[src/rtl/ej32_mem_sched_if.sv]
// Core load/store and debug-dump request ports of the eJ32 RAM scheduler.
// master = requesting side, slave = scheduler.
interface ej32_mem_sched_if #(
    parameter int ASZ = 17
);
    logic           cpu_req;
    logic           cpu_we;
    logic [ASZ-1:0] cpu_a;
    logic [7:0]     cpu_d;
    logic           cpu_gnt;
    logic           cpu_vld;
    logic [7:0]     cpu_q;
    logic           dbg_req;
    logic [ASZ-1:0] dbg_a;
    logic           dbg_gnt;
    logic           dbg_vld;
    logic [7:0]     dbg_q;

    modport master (
        output cpu_req, cpu_we, cpu_a, cpu_d, dbg_req, dbg_a,
        input  cpu_gnt, cpu_vld, cpu_q, dbg_gnt, dbg_vld, dbg_q
    );

    modport slave (
        input  cpu_req, cpu_we, cpu_a, cpu_d, dbg_req, dbg_a,
        output cpu_gnt, cpu_vld, cpu_q, dbg_gnt, dbg_vld, dbg_q
    );
endinterface

[src/rtl/ej32_mem_sched.sv]
// eJ32 RAM scheduler: copies the ROM image into RAM while holding the core in
// reset, then arbitrates each RAM cycle between the core and the debug port.
module ej32_mem_sched #(
    parameter int ROM_SZ   = 8192,
    parameter int ROM_WAIT = 3,
    parameter int ASZ      = 17,
    parameter int STARVE   = 16
) (
    input  logic           clk,
    input  logic           rst,
    output logic [ASZ-1:0] rom_a,
    input  logic [7:0]     rom_d,
    output logic [ASZ-1:0] ram_a,
    output logic           ram_en,
    output logic           ram_we,
    output logic [7:0]     ram_di,
    input  logic [7:0]     ram_do,
    output logic           cpu_rst,
    output logic           boot_done,
    ej32_mem_sched_if.slave bus
);
    localparam int WW = (ROM_WAIT > 1) ? $clog2(ROM_WAIT) : 1;
    localparam int SW = $clog2(STARVE + 1);
    localparam logic [ASZ-1:0] LAST_A   = ASZ'(ROM_SZ - 1);
    localparam logic [WW-1:0]  LAST_W   = WW'(ROM_WAIT - 1);
    localparam logic [SW-1:0]  STARVE_C = SW'(STARVE);

    typedef enum logic [1:0] {
        BOOT_RD = 2'd0,
        BOOT_WR = 2'd1,
        RUN     = 2'd2
    } state_e;

    state_e         state_q, state_d;
    logic [ASZ-1:0] addr_q, addr_d;
    logic [WW-1:0]  wait_q, wait_d;
    logic [SW-1:0]  starve_q, starve_d;
    logic           boot_done_q, boot_done_d;
    logic           cpu_rst_q, cpu_rst_d;
    logic           cpu_vld_q, cpu_vld_d;
    logic           dbg_vld_q, dbg_vld_d;
    logic [7:0]     cpu_hold_q, cpu_hold_d;
    logic [7:0]     dbg_hold_q, dbg_hold_d;
    logic           force_dbg;
    logic           cpu_gnt;
    logic           dbg_gnt;

    always_comb begin
        // NOTE: every signal written here gets a default first, so no path can infer a latch.
        state_d     = state_q;
        addr_d      = addr_q;
        wait_d      = wait_q;
        starve_d    = '0;
        boot_done_d = boot_done_q;
        cpu_rst_d   = ~boot_done_q;
        force_dbg   = 1'b0;
        cpu_gnt     = 1'b0;
        dbg_gnt     = 1'b0;
        ram_a       = '0;
        ram_en      = 1'b0;
        ram_we      = 1'b0;
        ram_di      = '0;

        unique case (state_q)
            BOOT_RD: begin
                ram_a = addr_q;
                if (wait_q == LAST_W) begin
                    wait_d  = '0;
                    state_d = BOOT_WR;
                end else begin
                    wait_d = wait_q + WW'(1);
                end
            end

            BOOT_WR: begin
                ram_en = 1'b1;
                ram_we = 1'b1;
                ram_a  = addr_q;
                ram_di = rom_d;
                if (addr_q == LAST_A) begin
                    state_d     = RUN;
                    boot_done_d = 1'b1;
                end else begin
                    addr_d  = addr_q + ASZ'(1);
                    state_d = BOOT_RD;
                end
            end

            RUN: begin
                // A debug request that has lost STARVE cycles in a row pre-empts the core once.
                force_dbg = bus.dbg_req && (starve_q == STARVE_C);
                cpu_gnt   = bus.cpu_req && !force_dbg;
                dbg_gnt   = bus.dbg_req && !cpu_gnt;
                if (cpu_gnt) begin
                    ram_en = 1'b1;
                    ram_a  = bus.cpu_a;
                    ram_we = bus.cpu_we;
                    ram_di = bus.cpu_we ? bus.cpu_d : 8'h00;
                end else if (dbg_gnt) begin
                    ram_en = 1'b1;
                    ram_a  = bus.dbg_a;
                end
                if (bus.dbg_req && !dbg_gnt) begin
                    starve_d = (starve_q == STARVE_C) ? starve_q : starve_q + SW'(1);
                end
            end

            default: begin
                state_d = BOOT_RD;
                addr_d  = '0;
                wait_d  = '0;
            end
        endcase

        cpu_vld_d  = cpu_gnt && !bus.cpu_we;
        dbg_vld_d  = dbg_gnt;
        cpu_hold_d = cpu_vld_q ? ram_do : cpu_hold_q;
        dbg_hold_d = dbg_vld_q ? ram_do : dbg_hold_q;
    end

    // NOTE: sequential state uses non-blocking assignments only; comb logic above uses blocking.
    always_ff @(posedge clk or negedge rst) begin
        if (!rst) begin
            state_q     <= BOOT_RD;
            addr_q      <= '0;
            wait_q      <= '0;
            starve_q    <= '0;
            boot_done_q <= 1'b0;
            cpu_rst_q   <= 1'b1;
            cpu_vld_q   <= 1'b0;
            dbg_vld_q   <= 1'b0;
            cpu_hold_q  <= '0;
            dbg_hold_q  <= '0;
        end else begin
            state_q     <= state_d;
            addr_q      <= addr_d;
            wait_q      <= wait_d;
            starve_q    <= starve_d;
            boot_done_q <= boot_done_d;
            cpu_rst_q   <= cpu_rst_d;
            cpu_vld_q   <= cpu_vld_d;
            dbg_vld_q   <= dbg_vld_d;
            cpu_hold_q  <= cpu_hold_d;
            dbg_hold_q  <= dbg_hold_d;
        end
    end

    // Read data comes straight from the RAM in the vld cycle and is held afterwards.
    assign rom_a       = addr_q;
    assign boot_done   = boot_done_q;
    assign cpu_rst     = cpu_rst_q;
    assign bus.cpu_gnt = cpu_gnt;
    assign bus.dbg_gnt = dbg_gnt;
    assign bus.cpu_vld = cpu_vld_q;
    assign bus.dbg_vld = dbg_vld_q;
    assign bus.cpu_q   = cpu_vld_q ? ram_do : cpu_hold_q;
    assign bus.dbg_q   = dbg_vld_q ? ram_do : dbg_hold_q;
endmodule

[src/flat_wrapper.sv]
// flat-port wrapper written by rule: the top's interface ports become plain ports
module ej32_mem_sched_flat 
#(
    parameter int ROM_SZ   = 8192,
    parameter int ROM_WAIT = 3,
    parameter int ASZ      = 17,
    parameter int STARVE   = 16
)
  (clk, rst, rom_a, rom_d, ram_a, ram_en, ram_we, ram_di, ram_do, cpu_rst, boot_done, bus_cpu_req, bus_cpu_we, bus_cpu_a, bus_cpu_d, bus_dbg_req, bus_dbg_a, bus_cpu_gnt, bus_cpu_vld, bus_cpu_q, bus_dbg_gnt, bus_dbg_vld, bus_dbg_q);
  ej32_mem_sched_if #(.ASZ(ASZ)) bus_i ();
  input  logic clk;
  input  logic rst;
  output logic [ASZ-1:0] rom_a;
  input  logic [7:0] rom_d;
  output logic [ASZ-1:0] ram_a;
  output logic ram_en;
  output logic ram_we;
  output logic [7:0] ram_di;
  input  logic [7:0] ram_do;
  output logic cpu_rst;
  output logic boot_done;
  input wire logic [$bits(bus_i.cpu_req)-1:0] bus_cpu_req;
  input wire logic [$bits(bus_i.cpu_we)-1:0] bus_cpu_we;
  input wire logic [$bits(bus_i.cpu_a)-1:0] bus_cpu_a;
  input wire logic [$bits(bus_i.cpu_d)-1:0] bus_cpu_d;
  input wire logic [$bits(bus_i.dbg_req)-1:0] bus_dbg_req;
  input wire logic [$bits(bus_i.dbg_a)-1:0] bus_dbg_a;
  output wire logic [$bits(bus_i.cpu_gnt)-1:0] bus_cpu_gnt;
  output wire logic [$bits(bus_i.cpu_vld)-1:0] bus_cpu_vld;
  output wire logic [$bits(bus_i.cpu_q)-1:0] bus_cpu_q;
  output wire logic [$bits(bus_i.dbg_gnt)-1:0] bus_dbg_gnt;
  output wire logic [$bits(bus_i.dbg_vld)-1:0] bus_dbg_vld;
  output wire logic [$bits(bus_i.dbg_q)-1:0] bus_dbg_q;
  assign bus_i.cpu_req = bus_cpu_req;
  assign bus_i.cpu_we = bus_cpu_we;
  assign bus_i.cpu_a = bus_cpu_a;
  assign bus_i.cpu_d = bus_cpu_d;
  assign bus_i.dbg_req = bus_dbg_req;
  assign bus_i.dbg_a = bus_dbg_a;
  assign bus_cpu_gnt = bus_i.cpu_gnt;
  assign bus_cpu_vld = bus_i.cpu_vld;
  assign bus_cpu_q = bus_i.cpu_q;
  assign bus_dbg_gnt = bus_i.dbg_gnt;
  assign bus_dbg_vld = bus_i.dbg_vld;
  assign bus_dbg_q = bus_i.dbg_q;
  ej32_mem_sched #(.ROM_SZ(ROM_SZ), .ROM_WAIT(ROM_WAIT), .ASZ(ASZ), .STARVE(STARVE)) u_core (.clk(clk), .rst(rst), .rom_a(rom_a), .rom_d(rom_d), .ram_a(ram_a), .ram_en(ram_en), .ram_we(ram_we), .ram_di(ram_di), .ram_do(ram_do), .cpu_rst(cpu_rst), .boot_done(boot_done), .bus(bus_i));
endmodule
[config.mk]
export PLATFORM = sky130hd
export DESIGN_NAME = ej32_mem_sched_flat
export DESIGN_NICKNAME = d
export VERILOG_FILES = /design/src/rtl/ej32_mem_sched_if.sv /design/src/rtl/ej32_mem_sched.sv /design/src/flat_wrapper.sv
export SDC_FILE = /design/constraint.sdc
export NUM_CORES = 1
export LEC_CHECK = 0
export ABC_AREA = 1
export ABC_CLOCK_PERIOD_IN_PS = 4900
export CORE_MARGIN = 2
export CORE_UTILIZATION = 46
export CTS_CLUSTER_SIZE = 8
export DETAILED_ROUTE_END_ITERATION = 7
export PLACE_DENSITY = 0.86
export SLEW_MARGIN = 20
export SYNTH_ARGS = -nofsm -noshare
export SYNTH_HDL_FRONTEND = slang
export SYNTH_SLANG_ARGS = --single-unit
[constraint.sdc]
create_clock -name clk -period 4.9 [get_ports clk]
set_clock_uncertainty 0.1 [all_clocks]
set_input_delay 0.49 -clock clk [delete_from_list [all_inputs] [get_ports clk]]
set_output_delay 0.49 -clock clk [all_outputs]
set_load 0.1 [all_outputs]
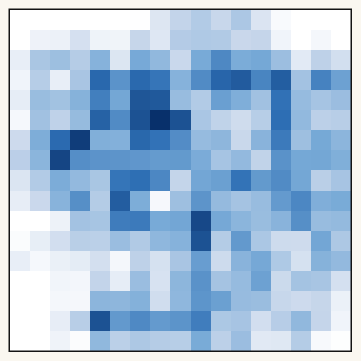
*Routed metal per tile, run 1*
(4 px per µm) The die is cut into 17 by 17 equal tiles; white is low, dark blue is high, scaled to the fullest tile. Values are wire area over tile area, all layers added.
nearly empty tiles: 8.3%
fullest tile: 0.54
mean over tiles: 0.20
emptiest ninth of the die: lower left

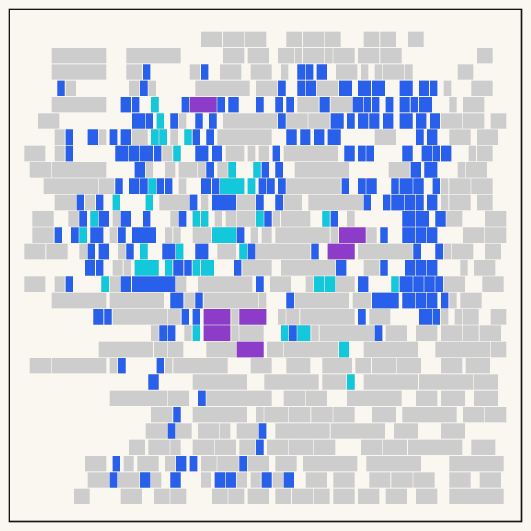
*Selected gate families, run 1*
(6 px per µm)
legend:
  blue:
    family: NAND gates
    cells: 194
    most_used: nand2_1
  cyan:
    family: NOR gates
    cells: 36
    most_used: nor2_1
  purple:
    family: adder and majority cells
    cells: 7
    most_used: ha_1
logic share of the area: 36.8%
most used logic cell in the final layout: nand2_1
fin cells: 605

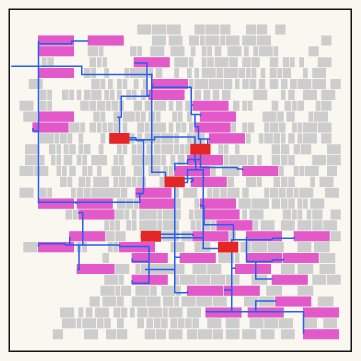
*Clock distribution, run 1*
(4 px per µm)
legend:
  red:
    item: clock drivers
    count: 5
  magenta:
    item: flip-flops
    count: 46
  blue:
    item: clock wires
    length: 583 µm
flops lie: all over the die
routed clock nets: 6
Late-Pin Clk Latency: 300 ps
clock share of power: 39.5%
P_clk: 290 µW

==> results.yml, run 1 <==
# flow metrics
run_status:
  run_status: "complete, no violations"
detailed_routing:
  vias_per_cell: 5.32
  dr.pass1.iters: 6
  vias: 3220
  post-route-drc-count: 0
pwr:
  cellLeakagePower_nw: 2.04
  ir_drop_uv: 120
synth:
  yosys_warnings: 0
  yosys-top-cells-area: "dfrtp_1, nand2_1, nand3_1"
  synth-seq-cells: 46
  top_area_cell: "dfrtp_1"
  ys_cells: 410
  netlist_instances: 410
  syn_nets: 480
grt:
  grt_pass1_vias: 3020
  overflow: 0
  antenna_found_initial: 0
  grt_max_degree: 47
timing:
  period_used_pct: 74.3
finish:
  lay_top_cells: "nand2_1, clkdlybuf4s50_1, nand3_1, dfrtp_1, inv_1"
  antenna_cells: 0
  layout.nets: 597
  area_delta_synth_final_pct: 43.9
cts:
  clockBufferDepth: 2
  clock-sinks: 46
  cts_resized: 0
critical_path:
  worstPathArrival_ps: 3050
  path_class: "input pin to primary output"
  critPathRequiredTime_ps: 4310
floorplan:
  die_y_um: 85.1
  fp-utilization_pct: 47.7
placement:
  globalplace.congestion: 0.884
  place_area_um2: 4240
  placed_cells: 597
  numPortBuffers: 128
job:
  cap_viol_max_count: 0
-- run 1: worst max-delay path by stage --
stage	slack (ps)	cells past startpoint	start	endpoint
after floorplan	840	7	u_core.starve_q[0]	ram_di[0]
after global routing	1040	6	bus_cpu_req	ram_di[1]
after CTS	1300	6	bus_cpu_req	ram_di[5]
final	1260	6	bus_cpu_req	ram_di[5]
after detailed placement	1310	6	bus_cpu_req	ram_di[5]
after global placement	1460	6	bus_cpu_req	ram_di[4]
-- run 1: kinds of logic (layout without fill, tap and decap cells) --
kind of cell / after synthesis / after routing / share of synthesized area [%]
simple gates: 230 / 230 / 35.4
buf+inv: 68 / 186 / 9.05
flops: 46 / 46 / 38.1
compound gates: 35 / 35 / 6.32
mux: 16 / 16 / 5.95
xor+xnor: 8 / 8 / 2.31
fa+ha+maj: 7 / 7 / 2.89
-- run 1: routing by layer --
metal,up-vias,part of all wire (%),global-route usage [%]
li1,1585,-,-
met1,1510,43,33.7
met2,118,48,40.0
met3,7,7.3,4.67
met4,0,0.87,5.05
met5,-,0,0
-- run 1: power breakdown --
group	total [mW]	internal, mW	switching [mW]
registers	0.379	0.379	0
logic	0.0656	0.0435	0.0221
clock network	0.290	0.153	0.137
-- run 1: cell usage after synthesis --
| master | number |
|---|---|
| xor2_1 | 8 |
| a31oi_1 | 2 |
| a21oi_1 | 9 |
| o21bai_1 | 3 |
| nor3_1 | 3 |
| nor2_2 | 2 |
| nand2_4 | 2 |
| buf_2 | 3 |
| o22ai_1 | 1 |
| buf_6 | 2 |
| buf_1 | 2 |
| dfstp_2 | 1 |
| inv_2 | 4 |
| nand2_2 | 1 |
| nand4_1 | 24 |
| nand3_1 | 60 |
| o21ai_1 | 13 |
| o21ai_0 | 5 |
| dfrtp_1 | 45 |
| nand2_1 | 105 |
| o31ai_1 | 1 |
| ha_1 | 7 |
| nand2_8 | 1 |
| clkinv_1 | 3 |
| nand4_2 | 1 |
| nor2_4 | 3 |
| mux2_2 | 16 |
| inv_1 | 43 |
| clkbuf_1 | 11 |
| a211oi_1 | 1 |
| nor2_1 | 28 |
-- run 1: critical path, stage by stage --
cell,delay (ps)
clkdlybuf4s50_1,850
nand2_1,580
nor2_2,520
nand3_1,140
a21oi_1,150
buf_4,310
-- run 1: state kept, by name, summed over array words and instances, names as in the netlist --
register,cells
u_core.state_q,2
u_core.dbg_hold_q,8
u_core.boot_done,1
u_core.bus.dbg_vld,1
u_core.cpu_rst,1
u_core.bus.cpu_vld,1
u_core.starve_q,5
u_core.rom_a,17
u_core.wait_q,2
u_core.cpu_hold_q,8
-- run 1: final cells by class --
class	count	area [µm²]
clock buffer	5	68.8
sequential	46	1150
clock inverter	3	43.8
timing repair buffer	128	1210
inverter	50	188
multi-input combinational	296	1600
fill	532	1990
tap	77	96.3
-- run 1: stage by stage --
| step | power (mW) | worst slack, ps |
|---|---|---|
| 3_5_place_dp | 0.452 | 1310 |
| 6_report | 0.735 | 1260 |
| 3_3_place_gp | 0.452 | 1460 |
| 4_1_cts | 0.737 | 1300 |
| 5_1_grt | 0.759 | 1040 |
| 2_1_floorplan | 0.393 | 845 |
--- run 2 (diff from run 1) ---
Settings changed: ABC_CLOCK_PERIOD_IN_PS 4900 to 3800, CORE_UTILIZATION 46 to 43, PLACE_DENSITY 0.86 to 0.81.
Clock period 4.9 ns to 3.8 ns, I/O delays scaled along.
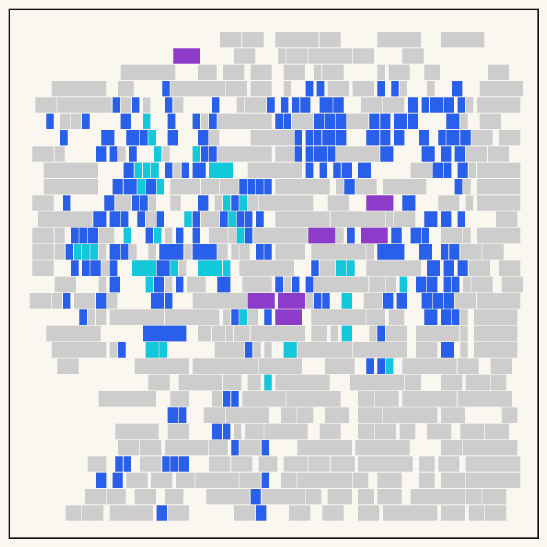
*Selected gate families, run 2*
(6 px per µm)
legend:
  purple:
    family: adder and majority cells
    cells: 7
    most_used: ha_1
    where: centre
  cyan:
    family: NOR gates
    cells: 36
    most_used: nor2_1
  blue:
    family: NAND gates
    cells: 194
    most_used: nand2_1
logic share of the area: 34.3%
fin cells: 628

==> run 2 against run 1 <==
  * The flow now finishes with violations (hold timing)
  * Critical path depth decreased by 1
  * Critical endpoint is now ram_en
  * Combinational power increased by 32%
  * Sequential cell count did not move
  * Synthesized area unchanged
  * First-iteration DRC count is 30% higher
  * Core utilization rose by 1.6 points
  * Wire length is 5.8% higher
  * Worst setup slack got worse by 610 ps
  * Worst hold slack worse by 110 ps
  * Clock power increased by 28%
  * Critical path type is now register to primary output
  * Highest routed layer unchanged
  * Design area is 9.4% higher
  * Die size rose by 6.6%
==> results.yml, run 2 <==
# flow metrics
timing:
  period_used_pct: 82.8
  max_freq_ghz: 0.318
  hold_violations: 37
  holdWs_ps: -31.8
synth:
  ys_cells: 410
  top_area_cell: "dfrtp_1"
  netlist_instances: 410
  synth-seq-cells: 46
  ff_type: "dfrtp_1"
  synthesis.area_um2: 3030
  syn_nets: 480
  yosys-top-cells-area: "dfrtp_1, nand2_1, nand3_1"
  synth_top_cell_by_count: "nand2_1"
  synthTopCellsByCount: "nand2_1, nand3_1, dfrtp_1"
  synth-async-reset-ratio_pct: 100
  yosys_warnings: 0
  edf_count: 0
finish:
  antenna_cells: 0
  layout.nets: 601
  lay_top_cells: "nand2_1, clkdlybuf4s50_1, nand3_1, dfrtp_1, inv_1"
  area_delta_synth_final_pct: 57.4
  mostFrequentLayoutCell: "nand2_1"
  largest_register_ffs: 17
detailed_routing:
  vias: 3331
  wl_per_cell_um: 15.1
  vias_per_cell: 5.30
  post-route-drc-count: 0
  dr.pass1.iters: 5
pwr:
  cellLeakagePower_nw: 2.18
  ir_drop_uv: 146
placement:
  globalplace.congestion: 0.857
  numPortBuffers: 128
grt:
  grt_max_degree: 47
  grt_pass1_vias: 3053
  overflow: 0
  antenna_found_initial: 0
critical_path:
  worstPathArrival_ps: 2670
  critPathRequiredTime_ps: 3320
  crit_end: "ram_en"
  path_class: "register to primary output"
  cp-startpoint: "u_core.state_q[1]"
cts:
  clock-sinks: 46
  clockBufferDepth: 2
  worstSkewPairLatency_ps: 300
  cts_resized: 0
  post_cts.repair.setup_buffers: 0
run_status:
  run_status: "finished, violations left"
  violations: "hold timing"
floorplan:
  die_y_um: 87.9
  fp-utilization_pct: 44.6
job:
  cap_viol_max_count: 0
-- run 2: cell counts after synthesis --
Identical to the previous run, type by type.
-- run 2: worst min path at each step --
stage                          start          endpoint  slack (ps)  depth (start not counted)
finish                           rst  u_core.wait_q[1]         -30                          1
global route                     rst  u_core.rom_a[16]          10                          1
CTS                              rst  u_core.rom_a[10]         180                          1
detailed placement  u_core.boot_done    u_core.cpu_rst         300                          1
global placement    u_core.boot_done    u_core.cpu_rst         290                          1
floorplan                        rst  u_core.boot_done         -20                          0
-- run 2: critical path: stages, from the launching register on --
cell	delay (ps)
dfrtp_1	410
clkinv_1	270
ha_1	770
inv_1	330
a31oi_1	360
buf_12	220
-- run 2: layout make-up --
cell class | instances | area [µm²]
clock buffers | 5 | 68.8
clock inverters | 3 | 43.8
fillers | 545 | 2030
inverters | 50 | 188
multi-input cells | 296 | 1640
flip-flops and latches | 46 | 1150
well taps | 96 | 120
repair buffers | 132 | 1560
-- run 2: cells by family (layout without fill, tap and decap cells) --
logic type,Yosys count,count (layout),synth area share (%)
mux,16,16,5.95
flops,46,46,38.1
compound gates,35,35,6.32
fa+ha+maj,7,7,2.89
simple gates,230,230,35.4
buf+inv,68,190,9.05
xor+xnor,8,8,2.31
-- run 2: through the flow --
stage | cell area (µm²) | setup slack (ps) | power, mW | hold slack [ps] | instances
floorplan | 3060 | 313 | 0.507 | -15.6 | 410
global placement | 4650 | 1080 | 0.583 | 286 | 620
detailed placement | 4650 | 1010 | 0.585 | 299 | 620
CTS | 4760 | 668 | 0.951 | 177 | 628
global route | 4770 | 498 | 0.985 | 14.6 | 628
finish | 4770 | 653 | 0.947 | -31.8 | 628
-- run 2: layer usage --
metal	up-vias	track usage [%]	part of all wire, %
met5	-	0	0
li1	1591	-	-
met4	0	7.41	2.1
met1	1553	33.8	42
met2	165	39.2	48
met3	22	4.52	8.2
-- run 2: power by group --
part / total [mW] / switching, mW / internal [mW] / leakage [nW]
Clock: 0.371 / 0.174 / 0.197 / 0.0585
Combinational: 0.0865 / 0.0291 / 0.0574 / 1.49
Sequential: 0.489 / 0 / 0.489 / 0.625
Power is estimated from default activity; no workload was simulated.
